$ cat src/rtl/keypad_debounce.sv
// keypad_debounce: synchronizes and debounces a 10-key digit pad. It emits a
// single-cycle one-hot pulse, together with the key's BCD code, for each
// accepted press.
// Optional feature: define KEYPAD_REPEAT_EN to enable auto-repeat while the
// accepted key stays held. Repeat pulses occur every REPEAT_CYCLES cycles.
module keypad_debounce #(
    parameter int unsigned DEBOUNCE_CYCLES = 16,
    parameter int unsigned REPEAT_CYCLES   = 64
) (
    input  logic       clock,
    input  logic       reset,
    input  logic [9:0] keys_raw,
    output logic [9:0] keypad,
    output logic [3:0] key_code,
    output logic       key_valid,
    output logic       busy
);

    localparam logic [2:0] IDLE         = 3'd0;
    localparam logic [2:0] DEBOUNCE     = 3'd1;
    localparam logic [2:0] PRESSED      = 3'd2;
    localparam logic [2:0] WAIT_RELEASE = 3'd3;
    localparam logic [2:0] LOCKOUT      = 3'd4;

    localparam logic [15:0] CNT_LAST = 16'(DEBOUNCE_CYCLES - 1);

    logic [9:0]  sync_1;
    logic [9:0]  s;
    logic [2:0]  state;
    logic [9:0]  cap_key;
    logic [15:0] cnt;
    logic [15:0] cnt_inc;
    logic        s_zero;
    logic        s_multi;
    logic        rpt_pulse;
    logic        pulse;
    logic [3:0]  cap_code;

    // Two-flop synchronizer for the asynchronous key switches
    always_ff @(posedge clock) begin
        if (reset) begin
            sync_1 <= '0;
            s      <= '0;
        end else begin
            sync_1 <= keys_raw;
            s      <= sync_1;
        end
    end

    // Classify the synchronized keys and form the saturating counter increment
    always_comb begin
        s_zero  = (s == '0);
        s_multi = ((s & (s - 10'd1)) != '0);
        cnt_inc = (cnt == '1) ? cnt : cnt + 16'd1;
    end

    // Debounce FSM: accept a press after a stable one-hot run, then require a stable release
    always_ff @(posedge clock) begin
        if (reset) begin
            state   <= IDLE;
            cap_key <= '0;
            cnt     <= '0;
        end else begin
            case (state)
                IDLE: begin
                    cnt <= '0;
                    if (s_multi) begin
                        state <= LOCKOUT;
                    end else if (!s_zero) begin
                        state   <= DEBOUNCE;
                        cap_key <= s;
                    end
                end
                DEBOUNCE: begin
                    if (s_multi) begin
                        state <= LOCKOUT;
                        cnt   <= '0;
                    end else if (s != cap_key) begin
                        state <= IDLE;
                        cnt   <= '0;
                    end else if (cnt == CNT_LAST) begin
                        state <= PRESSED;
                        cnt   <= '0;
                    end else begin
                        cnt <= cnt_inc;
                    end
                end
                PRESSED: begin
                    state <= WAIT_RELEASE;
                    cnt   <= '0;
                end
                WAIT_RELEASE, LOCKOUT: begin
                    if (!s_zero) begin
                        cnt <= '0;
                    end else if (cnt == CNT_LAST) begin
                        state <= IDLE;
                        cnt   <= '0;
                    end else begin
                        cnt <= cnt_inc;
                    end
                end
                default: begin
                    state <= IDLE;
                    cnt   <= '0;
                end
            endcase
        end
    end

`ifdef KEYPAD_REPEAT_EN
    localparam logic [15:0] RPT_LAST = 16'(REPEAT_CYCLES - 1);
    localparam logic [15:0] RPT_FIRE = 16'(REPEAT_CYCLES - 2);

    logic [15:0] rpt_cnt;

    // Auto-repeat: the counter is zero in the cycle after each pulse, so the
    // pulse flag is raised one count early to land exactly REPEAT_CYCLES apart
    always_ff @(posedge clock) begin
        if (reset || state != WAIT_RELEASE || s != cap_key) begin
            rpt_cnt   <= '0;
            rpt_pulse <= 1'b0;
        end else begin
            rpt_pulse <= (rpt_cnt == RPT_FIRE);
            rpt_cnt   <= (rpt_cnt == RPT_LAST) ? '0 : rpt_cnt + 16'd1;
        end
    end
`else
    assign rpt_pulse = 1'b0;
`endif

    // Bit index of the captured key
    always_comb begin
        cap_code = '0;
        for (int unsigned i = 0; i < 10; i++) begin
            if (cap_key[i]) cap_code = 4'(i);
        end
    end

    // Output decode: outputs are nonzero only in the pulse cycle
    always_comb begin
        pulse     = (state == PRESSED) || rpt_pulse;
        keypad    = pulse ? cap_key : '0;
        key_code  = pulse ? cap_code : '0;
        key_valid = pulse;
        busy      = (state != IDLE);
    end

endmodule

$ cat config.mk
export PLATFORM = sky130hd
export DESIGN_NAME = keypad_debounce
export DESIGN_NICKNAME = d
export VERILOG_FILES = /design/src/rtl/keypad_debounce.sv
export SDC_FILE = /design/constraint.sdc
export NUM_CORES = 1
export LEC_CHECK = 0
export CELL_PAD_IN_SITES_DETAIL_PLACEMENT = 2
export CELL_PAD_IN_SITES_GLOBAL_PLACEMENT = 2
export CORE_MARGIN = 2
export CORE_UTILIZATION = 36
export CTS_BUF_LIST = sky130_fd_sc_hd__clkbuf_16
export CTS_CLUSTER_DIAMETER = 80
export CTS_CLUSTER_SIZE = 28
export DETAILED_ROUTE_END_ITERATION = 8
export HOLD_SLACK_MARGIN = 0.03
export PLACE_DENSITY_LB_ADDON = 0.08
export SYNTH_ARGS = -nofsm -noshare
export SYNTH_HDL_FRONTEND = slang
export SYNTH_SLANG_ARGS = --single-unit
$ cat constraint.sdc
create_clock -name clock -period 3.4 [get_ports clock]
set_clock_uncertainty 0.1 [all_clocks]
set_input_delay 0.51 -clock clock [delete_from_list [all_inputs] [get_ports clock]]
set_output_delay 0.51 -clock clock [all_outputs]
set_load 0.005 [all_outputs]
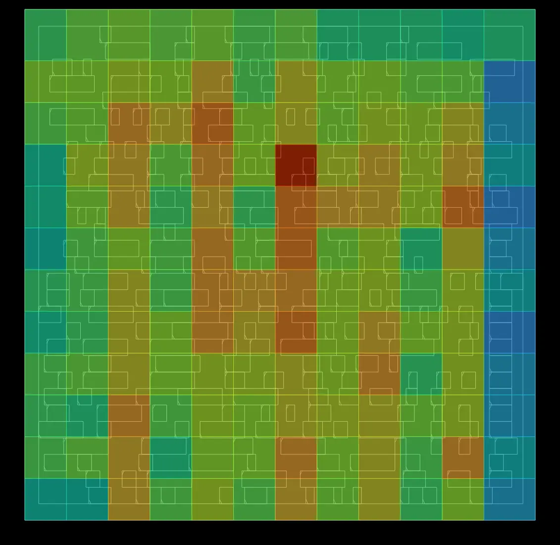
**Above:** congestion heat map.
met1 GRT Util: 24.53%
M2 GR Usage: 28.72%
Tot GR Track Use: 17.71%

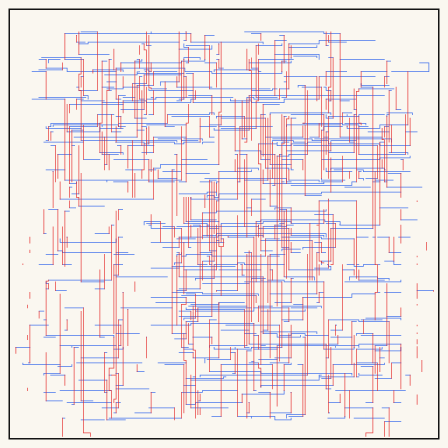
**Above:** metal layers overlaid.
Only two layers are drawn.
| colour | layer | wire length |
|---|---|---|
| blue | metal 1 | 2980 um |
| red | metal 2 | 2770 um |

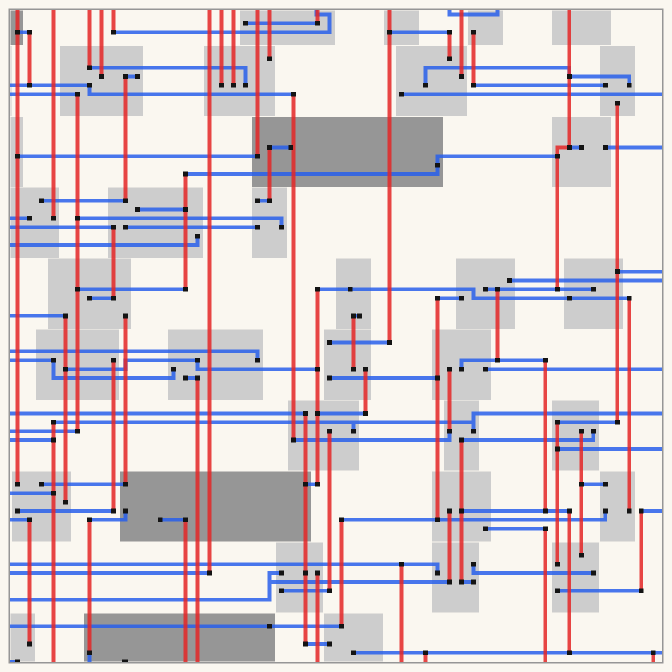
**Above:** layout detail.
Window x 51 to 76, y 9 to 34 um. Cells in grey, sequential cells in the stronger grey; small squares are vias.
| colour | layer |
|---|---|
| red | metal 2 |
| blue | metal 1 |
most frequent: and2_1 (6), a21oi_1 (4)
cells with their middle in the window: 29
netlist names of flops here include: `cap_key` (3)
sequential cells in the window: 3

==> impl_metrics.py <==
# Physical implementation metrics
metrics = {
    "drt": {
        "wl_met1_um": 2977,
    },
    "pwr": {
        "p_comb_share_pct": 21.5,
        "powerSeq_mw": 0.657,
        "power.density_nw_per_um2": 532.8,
        "p_sw_mw": 0.4573,
    },
    "timing": {
        "maxSlewViolCount": 0,
        "setup_viol": 0,
        "whs_ns": 0.3419,
    },
    "clocking": {
        "htreeDepth": 2,
        "cts-root-buf": "clkbuf_16",
        "cts.path.max_buffers": 2,
        "cts_resized": 0,
        "post_cts_buffers": 0,
    },
    "logic_synthesis": {
        "synth.cellmix.simpleShare_pct": 32.17,
        "synthesis.nets": 280,
        "topCellsByArea": "dfxtp_1, xor2_1, nor2b_1",
        "synth_async_sr_flop_share_pct": 0,
        "syn_inst": 267,
        "syn_area_um2": 2326,
        "ys_warn_count": 0,
    },
    "critical_path": {
        "critPathTopFamily": "simple AND/OR/NAND/NOR gates",
        "critPathRequiredTime_ns": 3.51,
        "worstPathCellList": "or4_1 > o31a_1 > and4bb_2 > a22o_1 > nand3_2 > a211oi_1",
    },
    "status": {
        "status": "completed",
    },
    "finish": {
        "drive_gt1_share_pct": 5.479,
        "finalInstanceArea_um2": 2814,
        "fillers": 708,
        "final-clk-cell-share_pct": 5.469,
    },
    "hold_path": {
        "hold_end": "s[1]",
    },
    "placed_design": {
        "post-dp-hpwl_um": 4529,
        "place_inst": 361,
        "portBuffers": 27,
    },
}
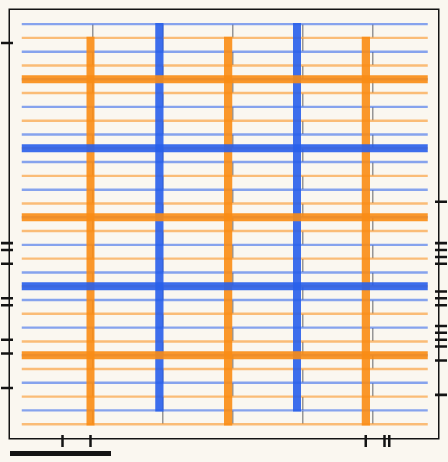
**Above:** supply network.
The bar under the picture is 20 um long. Pins as bars on the die edge. Tap cells in grey.
| colour | net |
|---|---|
| orange | VSS |
| blue | VDD |
tap cells: 77
signal pins: 28
met4 straps: 5
met5 straps: 5

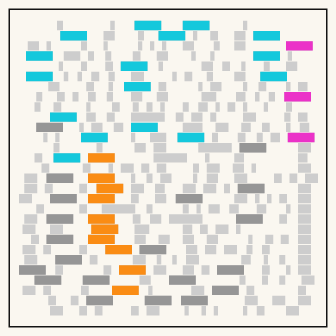
**Above:** register map, names as in the netlist.
| colour | signal | sequential cells |
|---|---|---|
| magenta | `state` | 3 |
| cyan | `cnt` | 16 |
| orange | `s` | 10 |
not coloured: 20

Power figures rest on the tool's default switching activity, not on a simulated workload.
